$ cat src/rtl/cmp_result_tracker.sv
// Tracks one-hot comparator flags: saturating per-outcome counts, equality streak,
// a LOCK state after LOCK_N consecutive equal results, and a sticky illegal-flag error.
module cmp_result_tracker #(
  parameter int CW     = 8,
  parameter int SW     = 4,
  parameter int LOCK_N = 4
) (
  input  logic          clk,
  input  logic          rst_n,
  input  logic          in_valid,
  input  logic          x,
  input  logic          y,
  input  logic          z,
  input  logic          clear,
  output logic [CW-1:0] gt_count,
  output logic [CW-1:0] eq_count,
  output logic [CW-1:0] lt_count,
  output logic [SW-1:0] streak,
  output logic [1:0]    last_result,
  output logic          lock,
  output logic          err,
  output logic          out_valid
);

  localparam logic [1:0] IDLE  = 2'd0;
  localparam logic [1:0] TRACK = 2'd1;
  localparam logic [1:0] LOCK  = 2'd2;

  logic [2:0]    hit;
  logic          accept;
  logic          legal;
  logic          take;
  logic          bad;

  logic [1:0]    state_reg, state_next;
  logic [SW-1:0] streak_reg, streak_next;
  logic [1:0]    last_reg, last_next;
  logic          err_reg, err_next;
  logic          lock_reg;
  logic          out_valid_reg;

  // Bit order matches counter index: 0 = gt, 1 = eq, 2 = lt.
  assign hit    = {z, y, x};
  assign accept = in_valid & ~clear;
  assign legal  = (hit == 3'b001) | (hit == 3'b010) | (hit == 3'b100);
  assign take   = accept & legal;
  assign bad    = accept & ~legal;

  genvar gi;
  generate
    for (gi = 0; gi < 3; gi++) begin : cnt_gen
      logic [CW-1:0] cnt_reg;
      always_ff @(posedge clk or negedge rst_n) begin
        if (!rst_n) begin
          cnt_reg <= '0;
        end else if (clear) begin
          cnt_reg <= '0;
        end else if (take && hit[gi] && (cnt_reg != {CW{1'b1}})) begin
          cnt_reg <= cnt_reg + 1'b1;
        end
      end
    end
  endgenerate

  always_comb begin
    state_next  = state_reg;
    streak_next = streak_reg;
    last_next   = last_reg;
    err_next    = err_reg;
    if (clear) begin
      state_next  = IDLE;
      streak_next = '0;
      last_next   = 2'b00;
      err_next    = 1'b0;
    end else if (take) begin
      if (y) begin
        streak_next = (streak_reg == {SW{1'b1}}) ? streak_reg : streak_reg + 1'b1;
        last_next   = 2'b10;
        // Covers IDLE->LOCK directly when LOCK_N is 1.
        if ((state_reg == LOCK) || (streak_next == SW'(LOCK_N)))
          state_next = LOCK;
        else
          state_next = TRACK;
      end else begin
        streak_next = '0;
        last_next   = x ? 2'b01 : 2'b11;
        state_next  = TRACK;
      end
    end else if (bad) begin
      err_next    = 1'b1;
      streak_next = '0;
      if (state_reg == LOCK)
        state_next = TRACK;
    end
  end

  always_ff @(posedge clk or negedge rst_n) begin
    if (!rst_n) begin
      state_reg     <= IDLE;
      streak_reg    <= '0;
      last_reg      <= 2'b00;
      err_reg       <= 1'b0;
      lock_reg      <= 1'b0;
      out_valid_reg <= 1'b0;
    end else begin
      state_reg     <= state_next;
      streak_reg    <= streak_next;
      last_reg      <= last_next;
      err_reg       <= err_next;
      lock_reg      <= (state_next == LOCK);
      out_valid_reg <= take;
    end
  end

  assign gt_count    = cnt_gen[0].cnt_reg;
  assign eq_count    = cnt_gen[1].cnt_reg;
  assign lt_count    = cnt_gen[2].cnt_reg;
  assign streak      = streak_reg;
  assign last_result = last_reg;
  assign lock        = lock_reg;
  assign err         = err_reg;
  assign out_valid   = out_valid_reg;

endmodule

$ cat config.mk
export PLATFORM = sky130hd
export DESIGN_NAME = cmp_result_tracker
export DESIGN_NICKNAME = d
export VERILOG_FILES = /design/src/rtl/cmp_result_tracker.sv
export SDC_FILE = /design/constraint.sdc
export NUM_CORES = 1
export LEC_CHECK = 0
export ABC_AREA = 1
export CAP_MARGIN = 20
export CELL_PAD_IN_SITES_DETAIL_PLACEMENT = 1
export CELL_PAD_IN_SITES_GLOBAL_PLACEMENT = 2
export CORE_AREA = 2 2 84 86
export DETAILED_ROUTE_END_ITERATION = 16
export DIE_AREA = 0 0 86 88
export PLACE_DENSITY = 0.87
export SYNTH_ARGS = -nofsm -noshare
export SYNTH_HDL_FRONTEND = slang
export SYNTH_SLANG_ARGS = --single-unit
$ cat constraint.sdc
create_clock -name clk -period 2.5 [get_ports clk]
set_input_delay 0.375 -clock clk [delete_from_list [all_inputs] [get_ports clk]]
set_output_delay 0.375 -clock clk [all_outputs]
set_load 0.05 [all_outputs]
==> run_results.csv, run 1 <==
group,metric,value,unit
power,pwr.group.combinational,137,uW
final_timing,rsz_0062_raised_after_global_routing,"no",
final_timing,final.hold.worst_slack,0.502,ns
power,fin_total_pwr,1.18,mW
drt,met2_length,2500,um
global_route,global_route.overflow_total,0,
worst_setup_path,startpoint_type,"register",
logic_synthesis,ys_seq_elements,35,
layout,area.growth.synth_to_final,28.0,%
layout,antennaDiodeCount,0,
logic_synthesis,yosys_warnings,0,
worst_setup_path,crit_start,"streak[2]",
logic_synthesis,yosys-stat-area,2070,sq um
floorplanning,die_area,7570,sq um
outcome,run_status,"finished, final reports clean",
worst_setup_path,timing.reg2reg.worst_path_depth,9,
layout,most_common_logic_cells_in_the_final_layout,"87 x sky130_fd_sc_hd__nand2_1, 39 x sky130_fd_sc_hd__clkdlybuf4s50_1, 35 x sky130_fd_sc_hd__dfrtp_1",
logic_synthesis,top_logic_kind,"simple AND/OR/NAND/NOR gates",
placement,post_dp_cell_area,2550,sq um
worst_setup_path,number_of_gates_on_the_worst_path_with_buffers_counted,1,
final_timing,fin_worst_skew,0.00384,ns
clocking,cts_setup_buffers,0,
final_timing,worst_slack,0.457,ns
power,p_leak,1.28,nW
worst_setup_path,critPathTopFamily,"buffers and inverters",
==> run 1: cell usage after synthesis <==
cell type	n
sky130_fd_sc_hd__nor2_2	3
sky130_fd_sc_hd__a32o_1	1
sky130_fd_sc_hd__xor2_1	8
sky130_fd_sc_hd__buf_6	1
sky130_fd_sc_hd__nor2_4	3
sky130_fd_sc_hd__nor2_8	2
sky130_fd_sc_hd__dfrtp_1	35
sky130_fd_sc_hd__nand3_4	1
sky130_fd_sc_hd__nand2_1	87
sky130_fd_sc_hd__nor2_1	20
sky130_fd_sc_hd__o21ai_4	1
sky130_fd_sc_hd__nand3_1	23
sky130_fd_sc_hd__ha_1	4
sky130_fd_sc_hd__a21oi_1	4
sky130_fd_sc_hd__a21oi_2	2
sky130_fd_sc_hd__o21ai_1	2
sky130_fd_sc_hd__clkinv_4	1
sky130_fd_sc_hd__or2_2	1
sky130_fd_sc_hd__o21ai_0	8
sky130_fd_sc_hd__nand4_1	10
sky130_fd_sc_hd__nand2_2	3
sky130_fd_sc_hd__inv_1	25
sky130_fd_sc_hd__nand3_2	2
sky130_fd_sc_hd__buf_2	3
sky130_fd_sc_hd__o211ai_1	1
sky130_fd_sc_hd__inv_2	5
sky130_fd_sc_hd__xnor2_1	3
sky130_fd_sc_hd__nor3_1	2
sky130_fd_sc_hd__nand3b_1	3
sky130_fd_sc_hd__nand2_4	1
==> run 1: metal layers <==
layer | vias up | track usage, %
met5 | - | 0
met4 | 0 | 5.48
met3 | 5 | 3.20
met2 | 31 | 25.0
met1 | 925 | 20.8
li1 | 936 | -
==> run 1: cell type report <==
type                            instances  area, sq um  share of cell area, %
Clock buffer                            8          100                   3.78
Inverter                               31          121                   4.58
Multi-Input combinational cell        195         1050                   39.5
Sequential cell                        35          876                   33.1
Tap cell                               80          100                   3.78
Timing Repair Buffer                   41          405                   15.3
Run 1, power grid:
Pins as bars on the die edge.
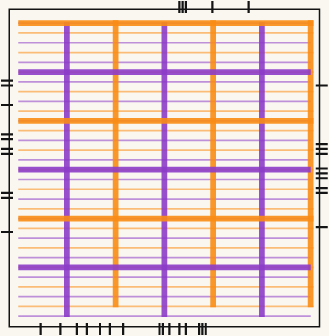
| colour | net |
|---|---|
| purple | VSS |
| orange | VDD |
signal pins: 40
met5 straps: 6
met1 rails: 31
rows: 30
met4 straps: 6
worst vdd rail ir drop: 0.179 mV
height of the die: 88 um

Run 1, cell classes on the final placement:
Bar = 20 um.
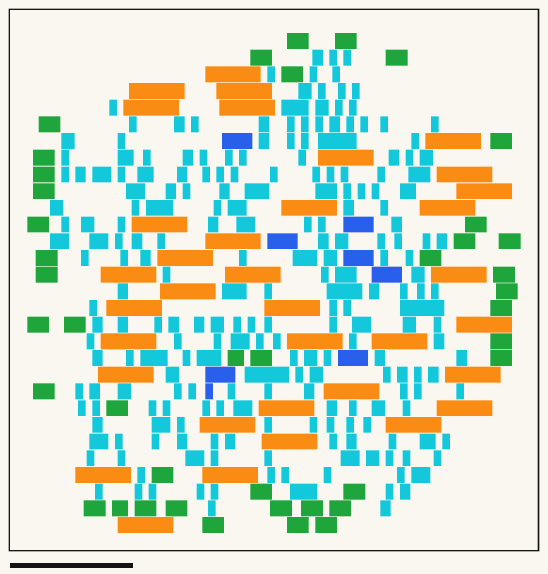
| colour | class | cells |
|---|---|---|
| blue | clock drivers and dummy loads | 8 |
| orange | flops | 35 |
| green | other buffers and delay cells | 41 |
| cyan | combinational and other logic | 226 |

Run 1, clock distribution:
Bar = 20 um.
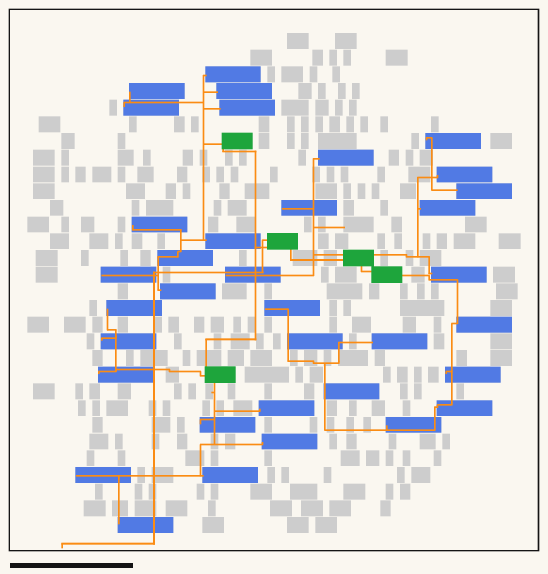
[orange] clock wires | length: 552 um
[green] clock drivers | count: 5
[blue] flip-flops | count: 35
flops lie: spread over the die
routed clock nets: 6
clock latency of the later-clocked register in the worst-skew pair: 0.28 ns
power of the clock network: 462 uW
portion of total power attributed to the clock network: 39.1%

Run 1, metal layers overlaid:
Two of the layers only.
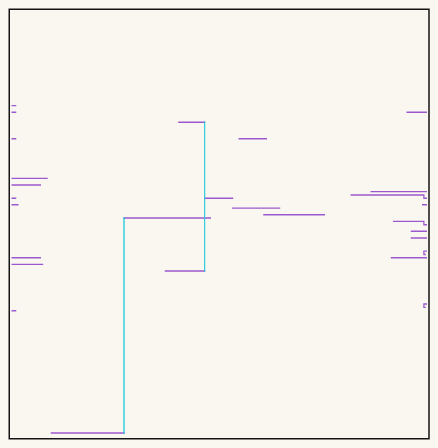
| colour | layer | wire length |
|---|---|---|
| cyan | metal 4 | 74.8 um |
| purple | metal 3 | 164 um |
Routed WL per cell: 13.7 um
GRT Resource Usage Total: 15.6%
drt total wl: 5350 um

Run 1, clock wiring as the flow saved it:
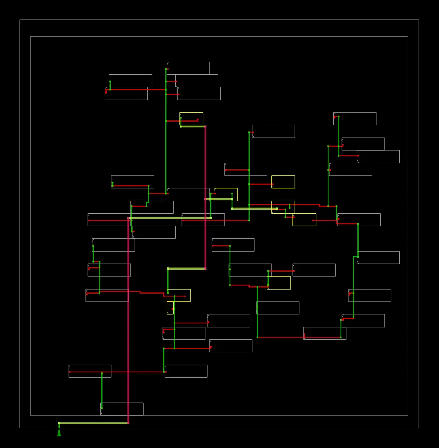

==> inputs of run 2 (changes only) <==
--- a/config.mk
+++ b/config.mk
@@ -9,10 +9,10 @@
 export CAP_MARGIN = 20
 export CELL_PAD_IN_SITES_DETAIL_PLACEMENT = 1
 export CELL_PAD_IN_SITES_GLOBAL_PLACEMENT = 2
-export CORE_AREA = 2 2 84 86
+export CORE_AREA = 2 2 87 89
 export DETAILED_ROUTE_END_ITERATION = 16
-export DIE_AREA = 0 0 86 88
-export PLACE_DENSITY = 0.87
+export DIE_AREA = 0 0 89 91
+export PLACE_DENSITY = 0.82
 export SYNTH_ARGS = -nofsm -noshare
 export SYNTH_HDL_FRONTEND = slang
 export SYNTH_SLANG_ARGS = --single-unit
==> constraint.sdc (replaced) <==
create_clock -name clk -period 2.05 [get_ports clk]
set_input_delay 0.3075 -clock clk [delete_from_list [all_inputs] [get_ports clk]]
set_output_delay 0.3075 -clock clk [all_outputs]
set_load 0.05 [all_outputs]
Run 2, clock wiring as the flow saved it:
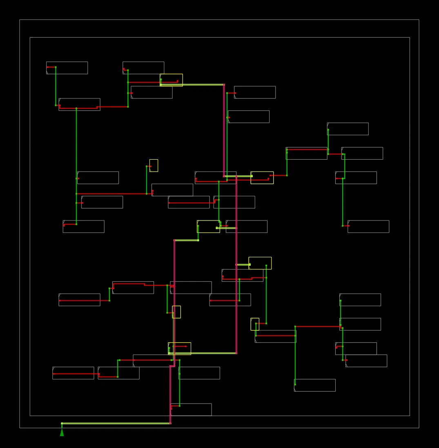
Layout clock buffers: 5
TritonCTS Buffers: 5
power of the clock network: 504 uW
worst clock skew: 0.00306 ns

==> run_results.csv, run 2 <==
group,metric,value,unit
logic_synthesis,yosys_cells,265,
layout,antennaDiodeCount,0,
global_route,grt_pass1_vias,2007,
placement,detailed_place_hpwl,4100,um
layout,final_layout_size_suffix_gt1_share,11.9,%
logic_synthesis,yosys-stat-area,2070,sq um
layout,most_common_logic_cells_in_the_final_layout,"87 x sky130_fd_sc_hd__nand2_1, 38 x sky130_fd_sc_hd__clkdlybuf4s50_1, 35 x sky130_fd_sc_hd__dfrtp_1",
clocking,worstSkewPairLatency,0.30,ns
logic_synthesis,ys_dominant_reg_cell,"sky130_fd_sc_hd__dfrtp_1",
global_route,globalRouteTotalUtil,15.1,%
logic_synthesis,post_synth_most_frequent_cells,"87 x sky130_fd_sc_hd__nand2_1, 35 x sky130_fd_sc_hd__dfrtp_1, 25 x sky130_fd_sc_hd__inv_1",
floorplanning,die_area,8100,sq um
drt,drt_wl_total,5500,um
power,p_leak,1.30,nW
floorplanning,die_height,91,um
logic_synthesis,netlist.top_cell.by_area,"sky130_fd_sc_hd__dfrtp_1",
power,fin_total_pwr,1.39,mW
final_timing,worst_slack,0.101,ns
drt,ant_nets,0,
worst_setup_path,startpoint_type,"register",
worst_setup_path,worstPathMaxFanout,7,
global_route,grt_first_pass_wirelength,9590,um
worst_setup_path,crit_path_max_incr_delay,0.86,ns
floorplanning,initial_core_util,29.0,%
global_route,grt_start_max_net_pins,36,
power,ir_drop,0.187,mV
global_route,global_route.overflow_total,0,
min_path,timing.hold.worst.class,"input port to asynchronous set/reset pin",
layout,area.growth.synth_to_final,29.2,%
outcome,run_status,"finished, final reports clean",
clocking,clock_pin_slew_worst_setup_and_hold_paths,0.08,ns
clocking,cts_setup_buffers,0,
logic_synthesis,synth-async-reset-ratio,100,%
floorplanning,die.size.x,89,um
job,max_cap_viol_count,0,
final_timing,final.hold.worst_slack,0.433,ns
drt,detail_route.wl_per_cell,13.4,um
logic_synthesis,post-synth-top-area-fraction,42.3,%
logic_synthesis,ys_seq_elements,35,
final_timing,rsz_0062_raised_after_global_routing,"no",
logic_synthesis,adder_share,2.42,%
logic_synthesis,yosysMostFrequentCell,"sky130_fd_sc_hd__nand2_1",
final_timing,final-setup-viol-count,0,
worst_setup_path,critPathTopFamily,"buffers and inverters",
logic_synthesis,top_logic_kind,"simple AND/OR/NAND/NOR gates",
logic_synthesis,yosys_warnings,0,
logic_synthesis,synth-edff-count,0,
placement,post_dp_cell_area,2590,sq um
==> run 2: worst register-to-register path: cells and delay by family, from the launching register on <==
kind,cells,cell delay [ns]
compound gates,1,0.08
fa+ha+maj,1,0.27
flops,1,0.47
simple gates,6,0.63
buf+inv,1,0.08
==> run 2: layout make-up <==
cell class / instances / area, sq um
clock buffers: 5 / 68.8
multi-input cells: 195 / 1050
fillers: 886 / 4460
well taps: 99 / 124
repair buffers: 43 / 423
clock inverters: 3 / 15.0
inverters: 31 / 121
flip-flops and latches: 35 / 876
==> run 2: timing repair <==
| item | in CTS | in global routing |
|---|---|---|
| gates resized | 0 | 1 |
| endpoints found under the setup margin | 0 | 1 |
| hold buffers | 0 | 0 |
==> run 2: path summary, 6_finish.rpt <==
check / from / to / slack, ns / cells after the start
max: eq_count[2] / eq_count[2] / 0.10 / 1
min: rst_n / lt_count[5] / 0.43 / 2
max reg2reg: eq_count[0] / eq_count[7] / 0.45 / 9
min reg2reg: err / err / 0.50 / 2
max in group asynchronous: rst_n / eq_count[3] / 1.29 / 2
min in group clk: err / err / 0.50 / 2
==> run 2: logic make-up (layout without fill, tap and decap cells) <==
group                      after synthesis  count (layout)
buffers and inverters                   35              82
DFF                                     35              35
AOI/OAI and AO/OA                       19              19
xor gates and xnor gates                11              11
adders and majority gates                4               4
and+or+nand+nor                        161             161
==> run 2: report_power, final <==
group / switching (mW) / internal (mW) / total (mW)
Clock: 0.271 / 0.233 / 0.504
Sequential: 0.00906 / 0.703 / 0.712
Combinational: 0.116 / 0.0533 / 0.170
Total: 0.396 / 0.989 / 1.39
==> run 2: per-layer routing <==
metal	up-vias	routed length [um]	track usage, %
met5	-	0	0
met3	8	181	3.18
met1	906	2660	20.2
met2	28	2570	23.9
li1	944	-	-
met4	0	101	5.60
Run 2, clock distribution:
Bar = 20 um.
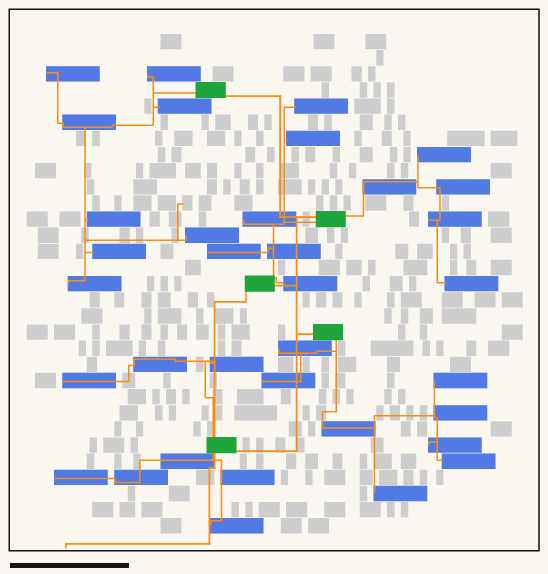

==> inputs of run 3 (changes only) <==
--- a/config.mk
+++ b/config.mk
@@ -13,6 +13,7 @@
 export DETAILED_ROUTE_END_ITERATION = 16
 export DIE_AREA = 0 0 89 91
 export PLACE_DENSITY = 0.82
+export SETUP_SLACK_MARGIN = 0.1
 export SYNTH_ARGS = -nofsm -noshare
 export SYNTH_HDL_FRONTEND = slang
 export SYNTH_SLANG_ARGS = --single-unit
Run 3, clock distribution:
Bar = 20 um.
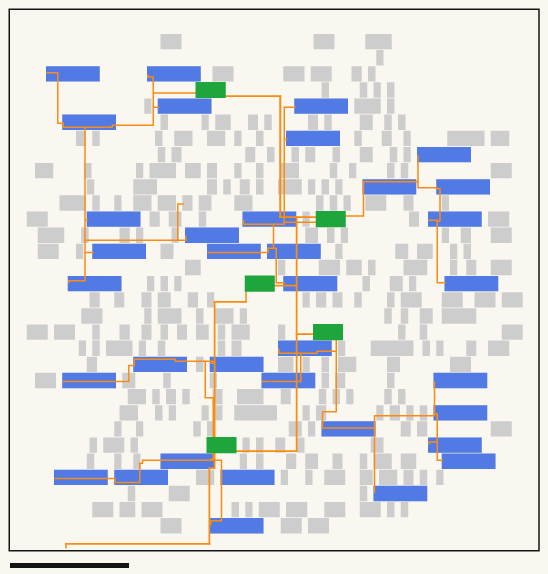
[orange] clock wires | length: 580 um
[blue] flip-flops | count: 35
[green] clock drivers | count: 5
routed clock nets: 6
portion of total power attributed to the clock network: 36.4%
worst clock skew: 0.00319 ns
clock latency of the later-clocked register in the worst-skew pair: 0.30 ns

==> run_results.csv, run 3 <==
group,metric,value,unit
global_route,grt_first_pass_wirelength,9590,um
logic_synthesis,top_logic_kind,"simple AND/OR/NAND/NOR gates",
outcome,run_status,"finished, final reports clean",
logic_synthesis,yosys_warnings,0,
power,pwr.group.combinational,170,uW
logic_synthesis,synth-async-reset-ratio,100,%
worst_setup_path,worstPathMaxFanout,5,
clocking,ctsResizeCount,2,
power,power.combinational.fraction,12.2,%
drt,detail_route.wl_per_cell,13.4,um
floorplanning,die_area,8100,sq um
final_timing,rsz_0062_raised_after_global_routing,"no",
power,pg_seq,712,uW
layout,num-fill-cells,890,
global_route,globalRouteTotalUtil,15.1,%
layout,area.sequential,876,sq um
power,power.group.top,"sequential cells",
clocking,postCtsHoldBufs,0,
global_route,global_route.overflow_total,0,
job,max_cap_viol_count,0,
logic_synthesis,post-synth-top-area-fraction,42.3,%
power,switchingPower,397,uW
logic_synthesis,yosysMostFrequentCell,"sky130_fd_sc_hd__nand2_1",
## run 3: netlist changes by cell type in the layout (fill, tap and decap cells not counted)
cell	delta
sky130_fd_sc_hd__dlygate4sd2_1	+2
sky130_fd_sc_hd__clkdlybuf4s50_1	-4
sky130_fd_sc_hd__dlymetal6s2s_1	+2
## run 3: worst paths after layout
path | startpoint | endpoint | slack (ns) | cells past startpoint
max | eq_count[1] | eq_count[1] | 0.15 | 1
max reg2reg | eq_count[1] | eq_count[7] | 0.46 | 9
min | rst_n | lt_count[5] | 0.43 | 2
max in group asynchronous | rst_n | eq_count[3] | 1.29 | 2
min reg2reg | last_result[0] | last_result[0] | 0.50 | 2
min in group clk | last_result[0] | last_result[0] | 0.50 | 2
## run 3: routing by layer
layer	part of all wire, %	up-vias	global-route usage (%)	wire length [um]
li1	-	943	-	-
met5	0	-	0	0
met2	47	28	23.9	2570
met3	3.4	8	3.18	187
met4	1.8	0	5.60	101
met1	48	899	20.2	2640
## run 3: area by class of cell
cell class	instances	area share [%]
timing repair buffer	43	15.9
inverter	31	4.53
multi-input combinational	195	39.1
sequential	35	32.7
tap	99	4.63
clock buffer	5	2.57
clock inverter	3	0.561
## run 3: kinds of logic (layout without fill, tap and decap cells)
| kind of cell | after synthesis | in the layout |
|---|---|---|
| adder cells (fa/ha/maj) | 4 | 4 |
| buffers and inverters | 35 | 82 |
| flip-flops | 35 | 35 |
| XOR/XNOR | 11 | 11 |
| AND/OR/NAND/NOR | 161 | 161 |
| AND-OR/OR-AND | 19 | 19 |
## run 3: worst reg2reg max path, delay by kind of cell, from the launching register on
family          cells  cell delay (ns)
compound gates      1             0.08
simple gates        6             0.62
buf+inv             1             0.08
fa+ha+maj           1             0.27
flops               1             0.46
Power and IR drop assume default switching activity.
